## src/rtl/sysid_pkg.sv

```systemverilog
// Shared constants for the system-ID register block: word map, CONTROL bits, CAPS layout.
package sysid_pkg;

  localparam logic [3:0] ADDR_ID        = 4'd0;
  localparam logic [3:0] ADDR_TIMESTAMP = 4'd1;
  localparam logic [3:0] ADDR_UPTIME_LO = 4'd2;
  localparam logic [3:0] ADDR_UPTIME_HI = 4'd3;
  localparam logic [3:0] ADDR_CAPS      = 4'd4;
  localparam logic [3:0] ADDR_CONTROL   = 4'd5;
  localparam logic [3:0] ADDR_SCRATCH0  = 4'd8;

  localparam int CTRL_CLEAR_BIT  = 0;
  localparam int CTRL_FREEZE_BIT = 1;

  localparam logic [15:0] CAPS_VERSION = 16'h0002;

  function automatic logic [31:0] caps_word(input int cnt_w, input int num_scratch);
    return {CAPS_VERSION, 8'(cnt_w), 8'(num_scratch)};
  endfunction

endpackage

```

## src/rtl/sysid_uptime_cnt.sv

```systemverilog
// Free-running uptime counter with clear/freeze, plus the high-word shadow that a
// low-word read snapshots so a LO-then-HI read pair is coherent.
module sysid_uptime_cnt #(
  parameter int CNT_W = 64
) (
  input  logic             clock,
  input  logic             reset,
  input  logic             clear_i,
  input  logic             freeze_i,
  input  logic             snap_i,
  output logic [CNT_W-1:0] cnt_o,
  output logic [31:0]      shadow_o
);

  logic [CNT_W-1:0] cnt_q, cnt_d;
  logic [31:0]      shadow_q, shadow_d;
  logic [63:0]      cnt_ext_s;

  assign cnt_ext_s = 64'(cnt_q);

  // Next-state: clear wins over freeze, so clear+freeze lands on 0 and holds there.
  always_comb begin
    cnt_d    = cnt_q;
    shadow_d = shadow_q;
    if (clear_i) begin
      cnt_d = '0;
    end else if (!freeze_i) begin
      cnt_d = cnt_q + CNT_W'(1'b1);
    end else begin
      cnt_d = cnt_q;
    end
    if (snap_i) begin
      shadow_d = cnt_ext_s[63:32];
    end else begin
      shadow_d = shadow_q;
    end
  end

  // Counter and shadow state.
  always_ff @(posedge clock or posedge reset) begin
    if (reset) begin
      cnt_q    <= '0;
      shadow_q <= 32'h0;
    end else begin
      cnt_q    <= cnt_d;
      shadow_q <= shadow_d;
    end
  end

  assign cnt_o    = cnt_q;
  assign shadow_o = shadow_q;

endmodule

```

## src/rtl/sysid_regs.sv

```systemverilog
// Avalon-MM system-ID / uptime / scratch register block with fixed one-cycle read latency.
module sysid_regs
  import sysid_pkg::*;
#(
  parameter logic [31:0] ID_VALUE    = 32'h557A_6E7B,
  parameter logic [31:0] TIMESTAMP   = 32'h0000_0000,
  parameter int          NUM_SCRATCH = 2,
  parameter int          CNT_W       = 64
) (
  input  logic        clock,
  input  logic        reset,
  input  logic [3:0]  address,
  input  logic        read,
  input  logic        write,
  input  logic [31:0] writedata,
  output logic [31:0] readdata,
  output logic        readdatavalid
);

  logic [CNT_W-1:0] cnt_s;
  logic [31:0]      shadow_s;
  logic             ctrl_wr_s, clear_s, snap_s;
  logic             freeze_q, freeze_d;
  logic [31:0]      scratch_q [NUM_SCRATCH];
  logic [31:0]      scratch_rd_s;
  logic [31:0]      rdata_d, readdata_q;
  logic             rvalid_q;

  assign ctrl_wr_s = write && (address == ADDR_CONTROL);
  assign clear_s   = ctrl_wr_s && writedata[CTRL_CLEAR_BIT];
  assign snap_s    = read && (address == ADDR_UPTIME_LO);

  sysid_uptime_cnt #(.CNT_W(CNT_W)) u_cnt (
    .clock    (clock),
    .reset    (reset),
    .clear_i  (clear_s),
    .freeze_i (freeze_q),
    .snap_i   (snap_s),
    .cnt_o    (cnt_s),
    .shadow_o (shadow_s)
  );

  // Freeze bit next-state; the clear bit is a pulse and is never stored.
  always_comb begin
    if (ctrl_wr_s) begin
      freeze_d = writedata[CTRL_FREEZE_BIT];
    end else begin
      freeze_d = freeze_q;
    end
  end

  // Scratch read mux: at most one word matches, unmatched words contribute 0.
  always_comb begin
    scratch_rd_s = 32'h0;
    for (int i = 0; i < NUM_SCRATCH; i++) begin
      scratch_rd_s = scratch_rd_s |
                     ((address == (ADDR_SCRATCH0 + 4'(i))) ? scratch_q[i] : 32'h0);
    end
  end

  // Register read decode; everything unmapped falls through to the scratch mux.
  always_comb begin
    rdata_d = 32'h0;
    case (address)
      ADDR_ID:        rdata_d = ID_VALUE;
      ADDR_TIMESTAMP: rdata_d = TIMESTAMP;
      ADDR_UPTIME_LO: rdata_d = cnt_s[31:0];
      ADDR_UPTIME_HI: rdata_d = shadow_s;
      ADDR_CAPS:      rdata_d = caps_word(CNT_W, NUM_SCRATCH);
      ADDR_CONTROL:   rdata_d = {30'h0, freeze_q, 1'b0};
      default:        rdata_d = scratch_rd_s;
    endcase
  end

  // Read response, CONTROL and scratch storage.
  always_ff @(posedge clock or posedge reset) begin
    if (reset) begin
      readdata_q <= 32'h0;
      rvalid_q   <= 1'b0;
      freeze_q   <= 1'b0;
      for (int i = 0; i < NUM_SCRATCH; i++) begin
        scratch_q[i] <= 32'h0;
      end
    end else begin
      rvalid_q <= read;
      if (read) begin
        readdata_q <= rdata_d;
      end
      freeze_q <= freeze_d;
      for (int i = 0; i < NUM_SCRATCH; i++) begin
        if (write && (address == (ADDR_SCRATCH0 + 4'(i)))) begin
          scratch_q[i] <= writedata;
        end
      end
    end
  end

  assign readdata      = readdata_q;
  assign readdatavalid = rvalid_q;

endmodule

```

## config.mk

```make
export PLATFORM = sky130hd
export DESIGN_NAME = sysid_regs
export DESIGN_NICKNAME = d
export VERILOG_FILES = /design/src/rtl/sysid_pkg.sv /design/src/rtl/sysid_uptime_cnt.sv /design/src/rtl/sysid_regs.sv
export SDC_FILE = /design/constraint.sdc
export NUM_CORES = 1
export LEC_CHECK = 0
export CORE_ASPECT_RATIO = 1.2
export CORE_MARGIN = 4
export CORE_UTILIZATION = 30
export CTS_BUF_LIST = sky130_fd_sc_hd__clkbuf_8
export CTS_CLUSTER_SIZE = 12
export DETAILED_ROUTE_END_ITERATION = 16
export PLACE_DENSITY = 0.49
export SLEW_MARGIN = 20
export SYNTH_ARGS = -nofsm -noshare
export SYNTH_HDL_FRONTEND = slang
export SYNTH_SLANG_ARGS = --single-unit
export TNS_END_PERCENT = 1
```

## constraint.sdc

```tcl
create_clock -name clock -period 7.5 [get_ports clock]
set_clock_uncertainty 0.2 [all_clocks]
set_input_delay 1.125 -clock clock [delete_from_list [all_inputs] [get_ports clock]]
set_output_delay 1.125 -clock clock [all_outputs]
set_load 0.01 [all_outputs]
```

==> results_slide.txt <==
Key Metrics from the Run

Critical path
  • Worst setup EP type: flip-flop
  • Critical Path Sink: scratch_q[16]
  • Crit path max fanout: 33
  • Cell mode on critical path: buf_4
  • Delay-heaviest family, CP: buffers and inverters
  • Worst setup SP type: input port
  • Worst-case reg-to-reg path depth: 5
  • Worst setup startpoint: address[0]

Yosys
  • Yosys Instances: 840
  • Flops after synth: 194
  • Avg Inst Size Synth: 10.96 um2
  • Yosys top cell area share: 0.5272
  • Asr flop ratio synth: 1.000
  • Synth area leader: dfrtp_1
  • Area fraction in xor and xnor cells: 0.03139
  • Mapped Area: 0.009209 mm2
  • Adder Share, Synth: 0.001359
  • Sequential share of the synthesized area: 0.5272
  • And+or+nand+nor area frac: 0.1406
  • Most common cell in the synthesized netlist: dfrtp_1
  • Post-synthesis cell count: 840
  • Mux frac, synth: 0.1390
  • Synth cell types: 45

Layout
  • Signal buffers share of area: 0.07778
  • Synthesis-to-finish area growth: 16.68%
  • Share of cells above drive strength 1: 0.1969
  • Registers: 194
  • Flop area: 0.004855 mm2
  • Largest area class, layout: registers
  • Diodes inserted: 0
  • Sequential cell area share: 0.4518
  • ClkCell Share: 0.03680
  • Nets: 932

Pwr
  • Net load switching power: 832.2 uW
  • Internal power component: 1.812 mW
  • Clock share of power: 0.261
  • Seq pwr share: 0.558
  • VDD IR max: 0.0001143 V

Final timing
  • Pins over their slew limit: 0
  • RSZ-0062 raised after global routing: false
  • TNS Setup: 0 ns
  • FMAX: 244.6 MHz

Floorplan
  • Fp util: 0.3030
  • Num ports: 73

Route
  • Via count: 6685
  • Post-route ant nets: 0
  • 1st-pass router iterations: 4
  • Final WL: 24.62 mm
  • Initial drt markers: 553

Min path
  • Hold Path Class: reg2reg
  • Hold_sp: scratch_q[32]

CTS
  • Worst-path clk slew: 0.10 ns
  • Post-CTS Resized: 0
  • Skew-Pair Late Insertion Delay: 0.49 ns
  • H-tree Lvls: 4
  • CTS Sinks: 194

Placed design
  • DP Area: 0.01034 mm2

Run
  • Log Warnings: 28

Outcome
  • Status: finished clean

Global route
  • GRT Residual Overflow: 0
==> worst register-to-register path, delay by kind of cell, from the launching register on <==
| family | cells | cell delay [ns] |
|---|---|---|
| AND/OR/NAND/NOR | 4 | 2.01 |
| flip-flops | 1 | 0.50 |
| AND-OR/OR-AND | 1 | 0.15 |
==> layer usage <==
layer | vias up | wire [um] | global-route usage
li1 | 3198 | - | -
met1 | 3359 | 11970 | 0.2132
met2 | 102 | 11470 | 0.2385
met3 | 26 | 733 | 0.02639
met4 | 0 | 448 | 0.04600
met5 | - | 0 | 0
==> power groups by stage <==
stage | combinational, mW | clock [mW] | sequential (mW)
after floorplan | 0.344 | 0 | 1.42
after global placement | 0.478 | 0 | 1.49
after detailed placement | 0.483 | 0 | 1.50
after CTS | 0.486 | 0.720 | 1.48
after global routing | 0.540 | 0.763 | 1.51
final | 0.479 | 0.691 | 1.48
==> cells in the final DEF (no fill, tap or decap), types with 4 or more instances in the layout <==
master	netlist	routed
xor2_1	27	27
inv_1	25	24
clkdlybuf4s50_1	0	71
dfrtp_1	194	194
and3_1	6	6
nor2_1	61	60
a21oi_1	43	43
nand3_1	31	31
or4_1	17	17
nor3_1	13	10
o31ai_1	15	15
o21ai_0	35	35
clkinv_4	0	4
xnor2_1	6	6
nand2_1	45	45
a2bb2oi_1	17	17
a221oi_1	20	20
buf_4	0	16
inv_8	0	4
a22oi_1	24	24
a31oi_1	12	12
mux2_2	111	111
nor4_1	7	7
or3_1	8	8
nand4_1	26	26
clkbuf_8	0	18
==> flip-flops by register name, indices dropped and copies added, names as in the netlist <==
register / count
scratch_q: 64
freeze_q: 1
readdata: 32
readdatavalid: 1
u_cnt.cnt_o: 64
u_cnt.shadow_o: 32
met1.png
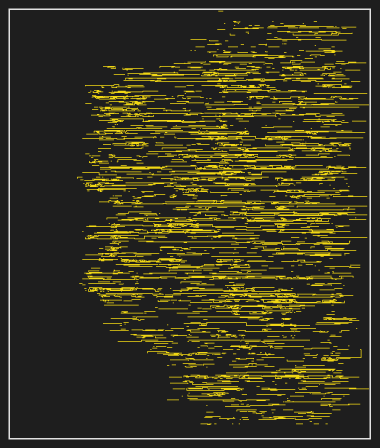
share of all routed wire	49%
nets with wire on the layer	860

registers.png
Other sequential cells in the stronger grey, the rest of the logic in the fainter grey.
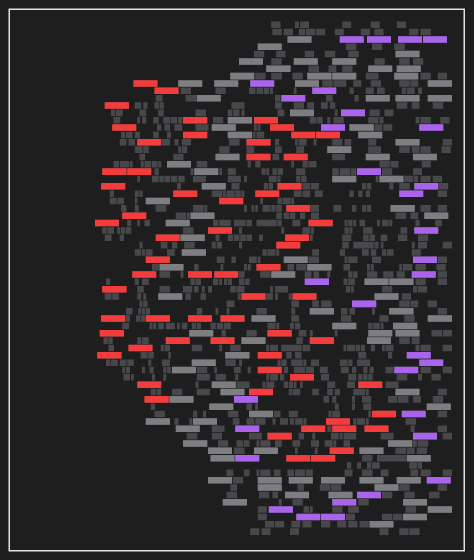
colour	name in the netlist	flops
purple	`readdata`	32
red	`u_cnt.cnt_o`	64
not coloured	98

clock_map.png
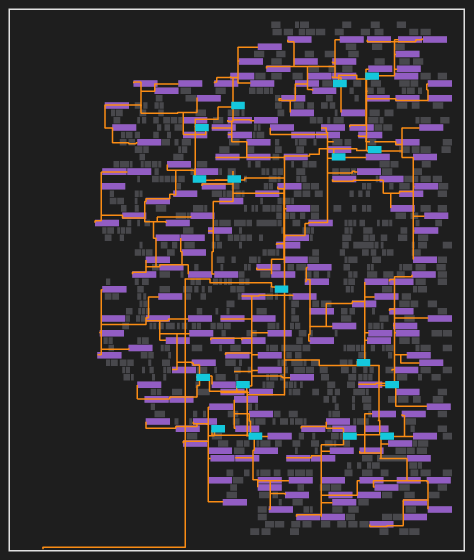
[purple] flip-flops | count: 194
[cyan] cells driving clock nets | count: 17
[orange] clock wires | length: 2560 um
routed clock nets	18

Power and IR drop assume default switching activity.
